==> config.mk <==
export PLATFORM = sky130hd
export DESIGN_NAME = uart_rx_frame_flat
export DESIGN_NICKNAME = d
export VERILOG_FILES = /design/src/rtl/uart_rx_frame_if.sv /design/src/rtl/uart_rx_frame.sv /design/src/flat_wrapper.sv
export SDC_FILE = /design/constraint.sdc
export NUM_CORES = 1
export LEC_CHECK = 0
export ABC_AREA = 1
export ABC_CLOCK_PERIOD_IN_PS = 2500
export CELL_PAD_IN_SITES_DETAIL_PLACEMENT = 1
export CELL_PAD_IN_SITES_GLOBAL_PLACEMENT = 2
export CORE_MARGIN = 1.5
export CORE_UTILIZATION = 25
export CTS_CLUSTER_DIAMETER = 60
export DETAILED_ROUTE_END_ITERATION = 10
export HOLD_SLACK_MARGIN = 0.05
export PLACE_DENSITY = 0.64
export SLEW_MARGIN = 20
export SYNTH_ARGS = -nofsm -noshare
export SYNTH_HDL_FRONTEND = slang
export SYNTH_SLANG_ARGS = --single-unit
==> constraint.sdc <==
create_clock -name clk -period 2.5 [get_ports clk]
set_input_delay 0.5 -clock clk [delete_from_list [all_inputs] [get_ports clk]]
set_output_delay 0.5 -clock clk [all_outputs]
set_load 0.1 [all_outputs]
Figure 1. Pin map.
Pins as bars across the die edge, other pins in grey.
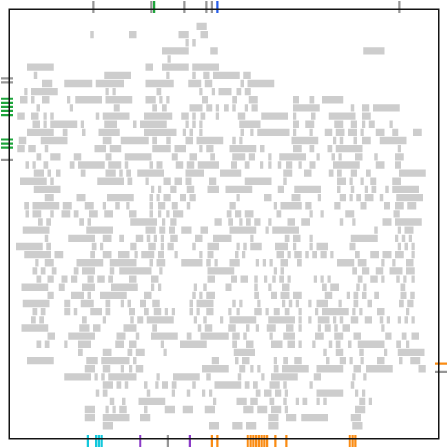
Blue is rx_if_rx_overrun, pins 1, direction output, edge top. Green is rx_if_rx_data, pins 9, direction output, edge 8 left, 1 top. Cyan is cfg_data_bits, pins 4, direction input, edge bottom. Purple is cfg_parity, pins 2, direction input, edge bottom. Orange is baud_divisor, pins 16, direction input, edge 15 bottom, 1 right.
Port Buffer Count: 41
chip width: 143 um
die height: 143 um

Figure 2. Track usage over the die.
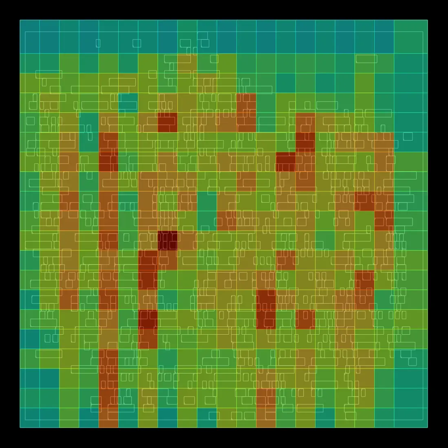
M3 GR Usage: 0.0329
met1 Use GR: 0.196
Routed wire per std cell: 15.6 um
Global Route Usage Sum: 0.166
M2 GR Usage: 0.308

Figure 3. Routed clock nets over the placement.
Bar = 50 um.
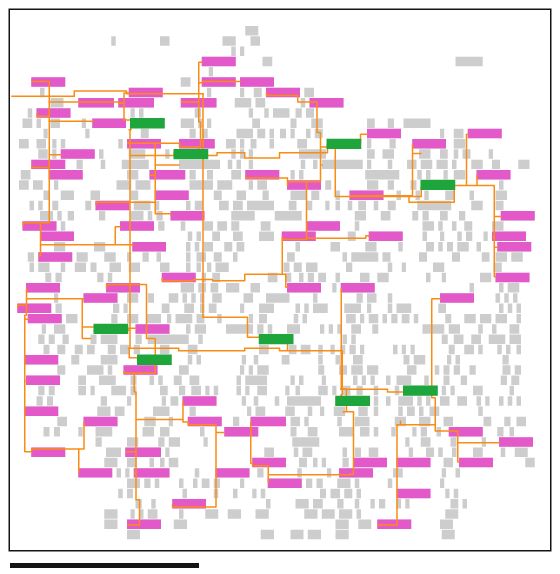
Magenta is flip-flops, count 76. Orange is clock wires, length 1410 um. Green is cells driving clock nets, count 9.
There are 10 routed clock nets. Position of the flops: spread over the die.
Late-Pin Clk Latency: 350 ps
worst clock skew: 13.3 ps
Clock group: 1570 uW
Clock Power Share: 0.421

Figure 4. Sequential cells coloured by netlist name.
Other sequential cells in the stronger grey, the rest of the logic in the fainter grey.
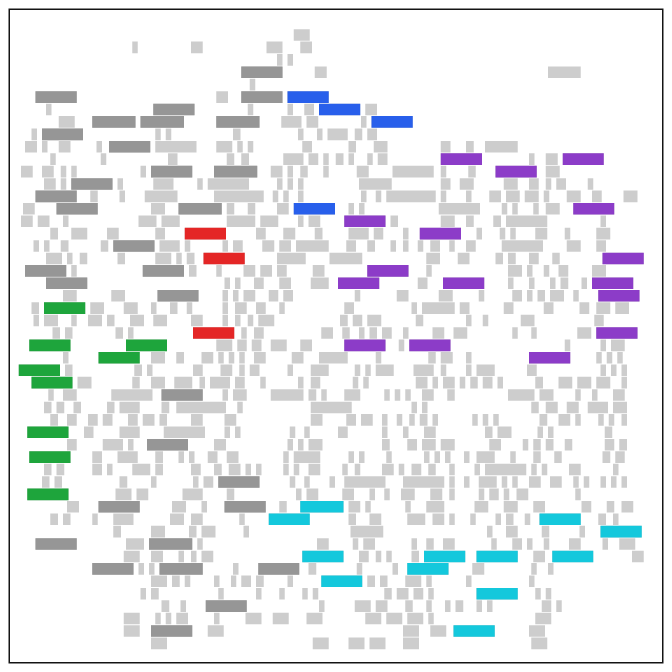
Purple is u_core.baud_q, placed flops 16. Blue is u_core.os_q, placed flops 4, where top centre. Red is u_core.state_q, placed flops 3. Green is u_core.sh_q, placed flops 9, where middle left. Cyan is u_core.tlen_q, placed flops 12.
Another 32 sequential cells are not coloured.
final core occ: 0.353
Seq power: 1350 uW
register share of the cell area: 0.286

Figure 5. Met4 routing.
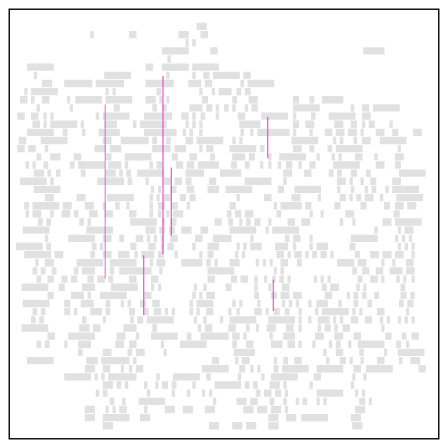
The layer carries 183 um of wire. The longest straight run is 59.2 um. 4 nets have wire on it. The wires run mostly vertical. The layer holds 1.2% of the routed length.
DR vias: 4658
routed wire length: 15.8 mm

==> qor.yml <==
cells_and_area:
  nClkBuffers: 9
  signal_buffers: 117
  final-seq-area_um2: 1910
  clock_cell_area_share: 0.0518
  comb_cells: 474
  largest_reg_flops: 16
sta:
  setup-violations-final: 33
  worst_slack_ps: -127
critical_path:
  end_kind: "register"
  crit_cells: 20
  arrival_ps: 2870
  cp_max_fo: 7
status:
  failed_checks: "negative setup slack"
  status: "finished, violations left"
logic_synthesis:
  top_area_cell: "dfrtp_1"
  area_leaders: "dfrtp_1, nand2_1, xor2_1"
  netlist_instances: 639
  synth.area.mux_share: 0
  ys_types: 42
  netlist_area_um2: 4890
cts:
  post_cts_resized: 29
  numCtsBuffers: 9
min_path:
  worstHoldPathType: "input pin to async pin"
grt:
  antenna_found_initial: 0
pwr:
  power_uw: 3730
No activity file was given, so power comes from the tool's default toggle rates.
